===== src/rtl/fifo_arb_pkg.sv =====
// =====================================================================
// fifo_arb_pkg: shared defaults and round-robin index values. Rev 1.0
// =====================================================================
`default_nettype none

package fifo_arb_pkg;

    localparam int DEPTH_DEFAULT = 4;
    localparam int DW_DEFAULT    = 16;
    localparam int CW_DEFAULT    = 3;

    localparam logic P0 = 1'b0;
    localparam logic P1 = 1'b1;

endpackage

`default_nettype wire


===== src/rtl/rr_arb2.sv =====
// =====================================================================
// rr_arb2: combinational two-way round-robin pick. Rev 1.0
// =====================================================================
`default_nettype none

module rr_arb2
    import fifo_arb_pkg::*;
(
    input  logic req0_i,
    input  logic req1_i,
    input  logic en_i,
    input  logic last_i,
    output logic gnt_valid_o,
    output logic gnt_idx_o
);

    always_comb begin
        gnt_valid_o = en_i & (req0_i | req1_i);
        gnt_idx_o   = P0;
        // On a tie the producer that did not win last time goes first.
        if (req0_i && req1_i) begin
            gnt_idx_o = (last_i == P0) ? P1 : P0;
        end else if (req1_i) begin
            gnt_idx_o = P1;
        end
    end

endmodule

`default_nettype wire


===== src/rtl/fifo_push_arbiter.sv =====
// =====================================================================
// fifo_push_arbiter: round-robin sharing of a FIFO push port with a
// shadow occupancy count and sticky empty-pop error. Rev 1.0
// =====================================================================
`default_nettype none

module fifo_push_arbiter
    import fifo_arb_pkg::*;
#(
    parameter int DEPTH = DEPTH_DEFAULT,
    parameter int DW    = DW_DEFAULT,
    parameter int CW    = CW_DEFAULT
) (
    input  logic          clk,
    input  logic          rst_n,
    input  logic          req0_i,
    input  logic [DW-1:0] data0_i,
    input  logic          req1_i,
    input  logic [DW-1:0] data1_i,
    input  logic          pop_fifo_i,
    output logic          gnt0_o,
    output logic          gnt1_o,
    output logic          data_in_valid_o,
    output logic [DW-1:0] data_in_o,
    output logic [CW-1:0] occ_o,
    output logic          err_o
);

    logic          gnt0_q, gnt0_d;
    logic          gnt1_q, gnt1_d;
    logic          dv_q, dv_d;
    logic [DW-1:0] data_q, data_d;
    logic [CW-1:0] occ_q, occ_d;
    logic          err_q, err_d;
    logic          last_q, last_d;

    logic          pop_ok;
    logic [CW:0]   level;
    logic          space;
    logic          gnt_valid;
    logic          gnt_idx;

    // The FIFO silently ignores a pop when empty, so only count real pops.
    assign pop_ok = pop_fifo_i & (occ_q != '0);

    // The registered push still in flight will land this cycle.
    assign level = {1'b0, occ_q} + {{CW{1'b0}}, dv_q} - {{CW{1'b0}}, pop_ok};
    assign space = (level < (CW+1)'(DEPTH));

    rr_arb2 u_rr_arb2 (
        .req0_i      (req0_i),
        .req1_i      (req1_i),
        .en_i        (space),
        .last_i      (last_q),
        .gnt_valid_o (gnt_valid),
        .gnt_idx_o   (gnt_idx)
    );

    always_comb begin
        gnt0_d = 1'b0;
        gnt1_d = 1'b0;
        dv_d   = 1'b0;
        data_d = data_q;
        last_d = last_q;
        occ_d  = occ_q + {{(CW-1){1'b0}}, dv_q} - {{(CW-1){1'b0}}, pop_ok};
        err_d  = err_q | (pop_fifo_i & (occ_q == '0));
        if (gnt_valid) begin
            dv_d   = 1'b1;
            last_d = gnt_idx;
            if (gnt_idx == P1) begin
                gnt1_d = 1'b1;
                data_d = data1_i;
            end else begin
                gnt0_d = 1'b1;
                data_d = data0_i;
            end
        end
    end

    always_ff @(posedge clk or negedge rst_n) begin
        if (!rst_n) begin
            gnt0_q <= 1'b0;
            gnt1_q <= 1'b0;
            dv_q   <= 1'b0;
            data_q <= '0;
            occ_q  <= '0;
            err_q  <= 1'b0;
            last_q <= P1;
        end else begin
            gnt0_q <= gnt0_d;
            gnt1_q <= gnt1_d;
            dv_q   <= dv_d;
            data_q <= data_d;
            occ_q  <= occ_d;
            err_q  <= err_d;
            last_q <= last_d;
        end
    end

    assign gnt0_o          = gnt0_q;
    assign gnt1_o          = gnt1_q;
    assign data_in_valid_o = dv_q;
    assign data_in_o       = data_q;
    assign occ_o           = occ_q;
    assign err_o           = err_q;

endmodule

`default_nettype wire


===== config.mk =====
export PLATFORM = sky130hd
export DESIGN_NAME = fifo_push_arbiter
export DESIGN_NICKNAME = d
export VERILOG_FILES = /design/src/rtl/fifo_arb_pkg.sv /design/src/rtl/rr_arb2.sv /design/src/rtl/fifo_push_arbiter.sv
export SDC_FILE = /design/constraint.sdc
export NUM_CORES = 1
export LEC_CHECK = 0
export ABC_AREA = 1
export CAP_MARGIN = 25
export CORE_MARGIN = 1
export CORE_UTILIZATION = 42
export DETAILED_ROUTE_END_ITERATION = 10
export PLACE_DENSITY = 0.8
export REMOVE_ABC_BUFFERS = 1
export SLEW_MARGIN = 15
export SYNTH_ARGS = -nofsm -noshare
export SYNTH_HDL_FRONTEND = slang
export SYNTH_SLANG_ARGS = --single-unit

===== constraint.sdc =====
create_clock -name clk -period 3 [get_ports clk]
set_clock_uncertainty 0.1 [all_clocks]
set_input_delay 0.6 -clock clk [delete_from_list [all_inputs] [get_ports clk]]
set_output_delay 0.6 -clock clk [all_outputs]
set_load 0.03 [all_outputs]

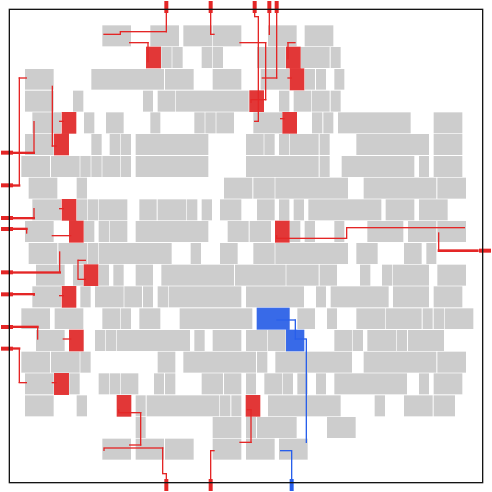
(images/io_fan.png)
Scale: 8 px per µm.
[`data1_i`] red | direction: input | edge: 8 left, 5 top, 2 bottom, 1 right | end cells: 16 | buffers: 16 | wire: 192 µm
[`req0_i`] blue | direction: input | edge: bottom | end cells: 2 | buffers: 1 | wire: 23.9 µm
I/O pin cnt: 60
port bufs: 59

==> Implementation_results.wiki <==
== Flow metrics ==
{| class="wikitable"
! Metric !! Value
|-
| Number of post-CTS setup repair buffers || 0
|-
| Total number of vias || between 1000 and 1500
|-
| Met3 routed wirelength || 226 µm
|-
| Average size of a mapped cell || 8.22 µm²
|-
| Total Routing Usage GR || 21.0%
|-
| Clock sinks || 24
|-
| Gate count of the mapped netlist || 166
|-
| Max-slew violation total from the final report || 0
|-
| Horizontal die dimension || 59.0 µm
|-
| Most frequent cells in the layout || sky130_fd_sc_hd__nand2_1 (67), sky130_fd_sc_hd__clkdlybuf4s50_1 (59), sky130_fd_sc_hd__dfrtp_1 (23), sky130_fd_sc_hd__nand4_1 (17), sky130_fd_sc_hd__nand3_1 (16)
|-
| Core region area || 3080 µm²
|-
| Hold violation count in the final report || 0
|-
| Internal || about 1.2 mW
|-
| Post-detailed-route via-to-cell ratio || between 4 and 5
|-
| Area growth from synthesis to layout || 49.8%
|-
| Most frequent cell on the critical path || sky130_fd_sc_hd__inv_1
|-
| Most heavily used metal layer in global routing || met2
|-
| Remaining global-route overflow || 0
|-
| Main logic family || simple AND/OR/NAND/NOR gates
|-
| Post-synth seq share || 44.1%
|-
| Ranking of synthesized cells by instance count || sky130_fd_sc_hd__nand2_1 (67), sky130_fd_sc_hd__dfrtp_1 (23), sky130_fd_sc_hd__nand4_1 (17)
|-
| Element type at the critical path end || flip-flop
|-
| Met1 demand-to-capacity share in global routing || 28.6%
|-
| Fmax || 0.368 GHz
|-
| Worst hold path class || reg -> reg
|-
| Cell accounting for the most synthesized area || sky130_fd_sc_hd__dfrtp_1
|-
| Leakage Power || just over 1 nW
|-
| Count of final setup violators || 0
|-
| Worst path arrival time || 2830 ps
|-
| Most instantiated logic cell after routing || sky130_fd_sc_hd__nand2_1
|-
| Clock input transition at the sequential cells of the worst setup and hold paths || 130 ps
|-
| Critical Path RT || 3110 ps
|-
| Die outline height || 59.0 µm
|-
| H-tree level count || 1
|-
| Netlist area before placement || 1360 µm²
|-
| Max-slew headroom at the worst pin || 77.3%
|-
| Net Switching || around 1.2 mW
|-
| Largest stage delay on the critical path || 480 ps
|-
| Number of global-route vias before repair || 1228
|-
| Status || complete, no violations
|-
| Most used flip-flop cell after synthesis || sky130_fd_sc_hd__dfrtp_1
|-
| Simple-gate portion of the synthesized area || 41.0%
|-
| MUX area fraction || 0%
|-
| Number of warnings printed during yosys synthesis || 0
|-
| Number of violations of the max-capacitance limit || 0
|-
| Number of nets with antenna violations after detailed routing || 0
|-
| Ant diodes || 0
|-
| Share of the core filled by cells before placement || between 40% and 50%
|}
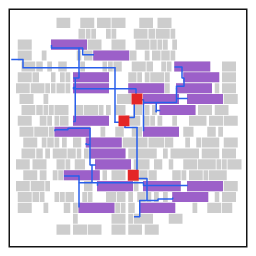
(images/clk_routes.png)
Scale: 4 px per µm.
[clock drivers] red | count: 3
[flip-flops] purple | count: 24
[clock wires] blue | length: 243 µm
routed clock nets: 4
Clk network pwr share: 7.2%
clk latency late pin: 310 ps

[final cells by class]
type | instances | area, µm²
clock buffer | 4 | 36.3
fill | 269 | 1030
inverter | 13 | 48.8
multi-input combinational | 121 | 658
sequential | 24 | 602
tap | 44 | 55.1
timing repair buffer | 66 | 643
[per-stage QoR]
| stage | std cells | hold slack (ps) | setup TNS [ps] |
|---|---|---|---|
| 3_3_place_gp | 268 | 363 | -7.26 |
| 5_1_grt | 272 | 418 | 0 |
| 6_report | 272 | 388 | 0 |
| 4_1_cts | 272 | 386 | 0 |
| 3_5_place_dp | 268 | 366 | -582 |
| 2_1_floorplan | 158 | 204 | 0 |
[final timing paths]
path                            start      endpoint  slack [ps]  cells past startpoint
setup / recovery           pop_fifo_i  data_in_o[0]         280                     14
hold / removal                 last_q        last_q         390                      2
setup reg to reg             occ_o[1]  data_in_o[0]         510                     13
hold reg to reg                last_q        last_q         390                      2
max in group asynchronous       rst_n        last_q        2000                      2
min in group asynchronous       rst_n        gnt1_o         520                      2
[sequential cells by signal, indices dropped and copies added, names as in the netlist]
register	count
gnt0_o	1
err_o	1
occ_o	3
data_in_o	16
last_q	1
data_in_valid_o	1
gnt1_o	1
[worst reg2reg max path, cell delays in order (launching register included)]
cell and delay (ps):
sky130_fd_sc_hd__dfrtp_1 440, sky130_fd_sc_hd__inv_1 110, sky130_fd_sc_hd__a31oi_1 180, sky130_fd_sc_hd__ha_1 240
sky130_fd_sc_hd__inv_1 50, sky130_fd_sc_hd__ha_1 150, sky130_fd_sc_hd__inv_1 50, sky130_fd_sc_hd__fa_1 390
sky130_fd_sc_hd__nand2_2 100, sky130_fd_sc_hd__nand2_4 60, sky130_fd_sc_hd__nor2_8 100, sky130_fd_sc_hd__nand3_4 220
sky130_fd_sc_hd__nand2_1 140, sky130_fd_sc_hd__nand2_1 60
Power figures rest on the tool's default switching activity, not on a simulated workload.
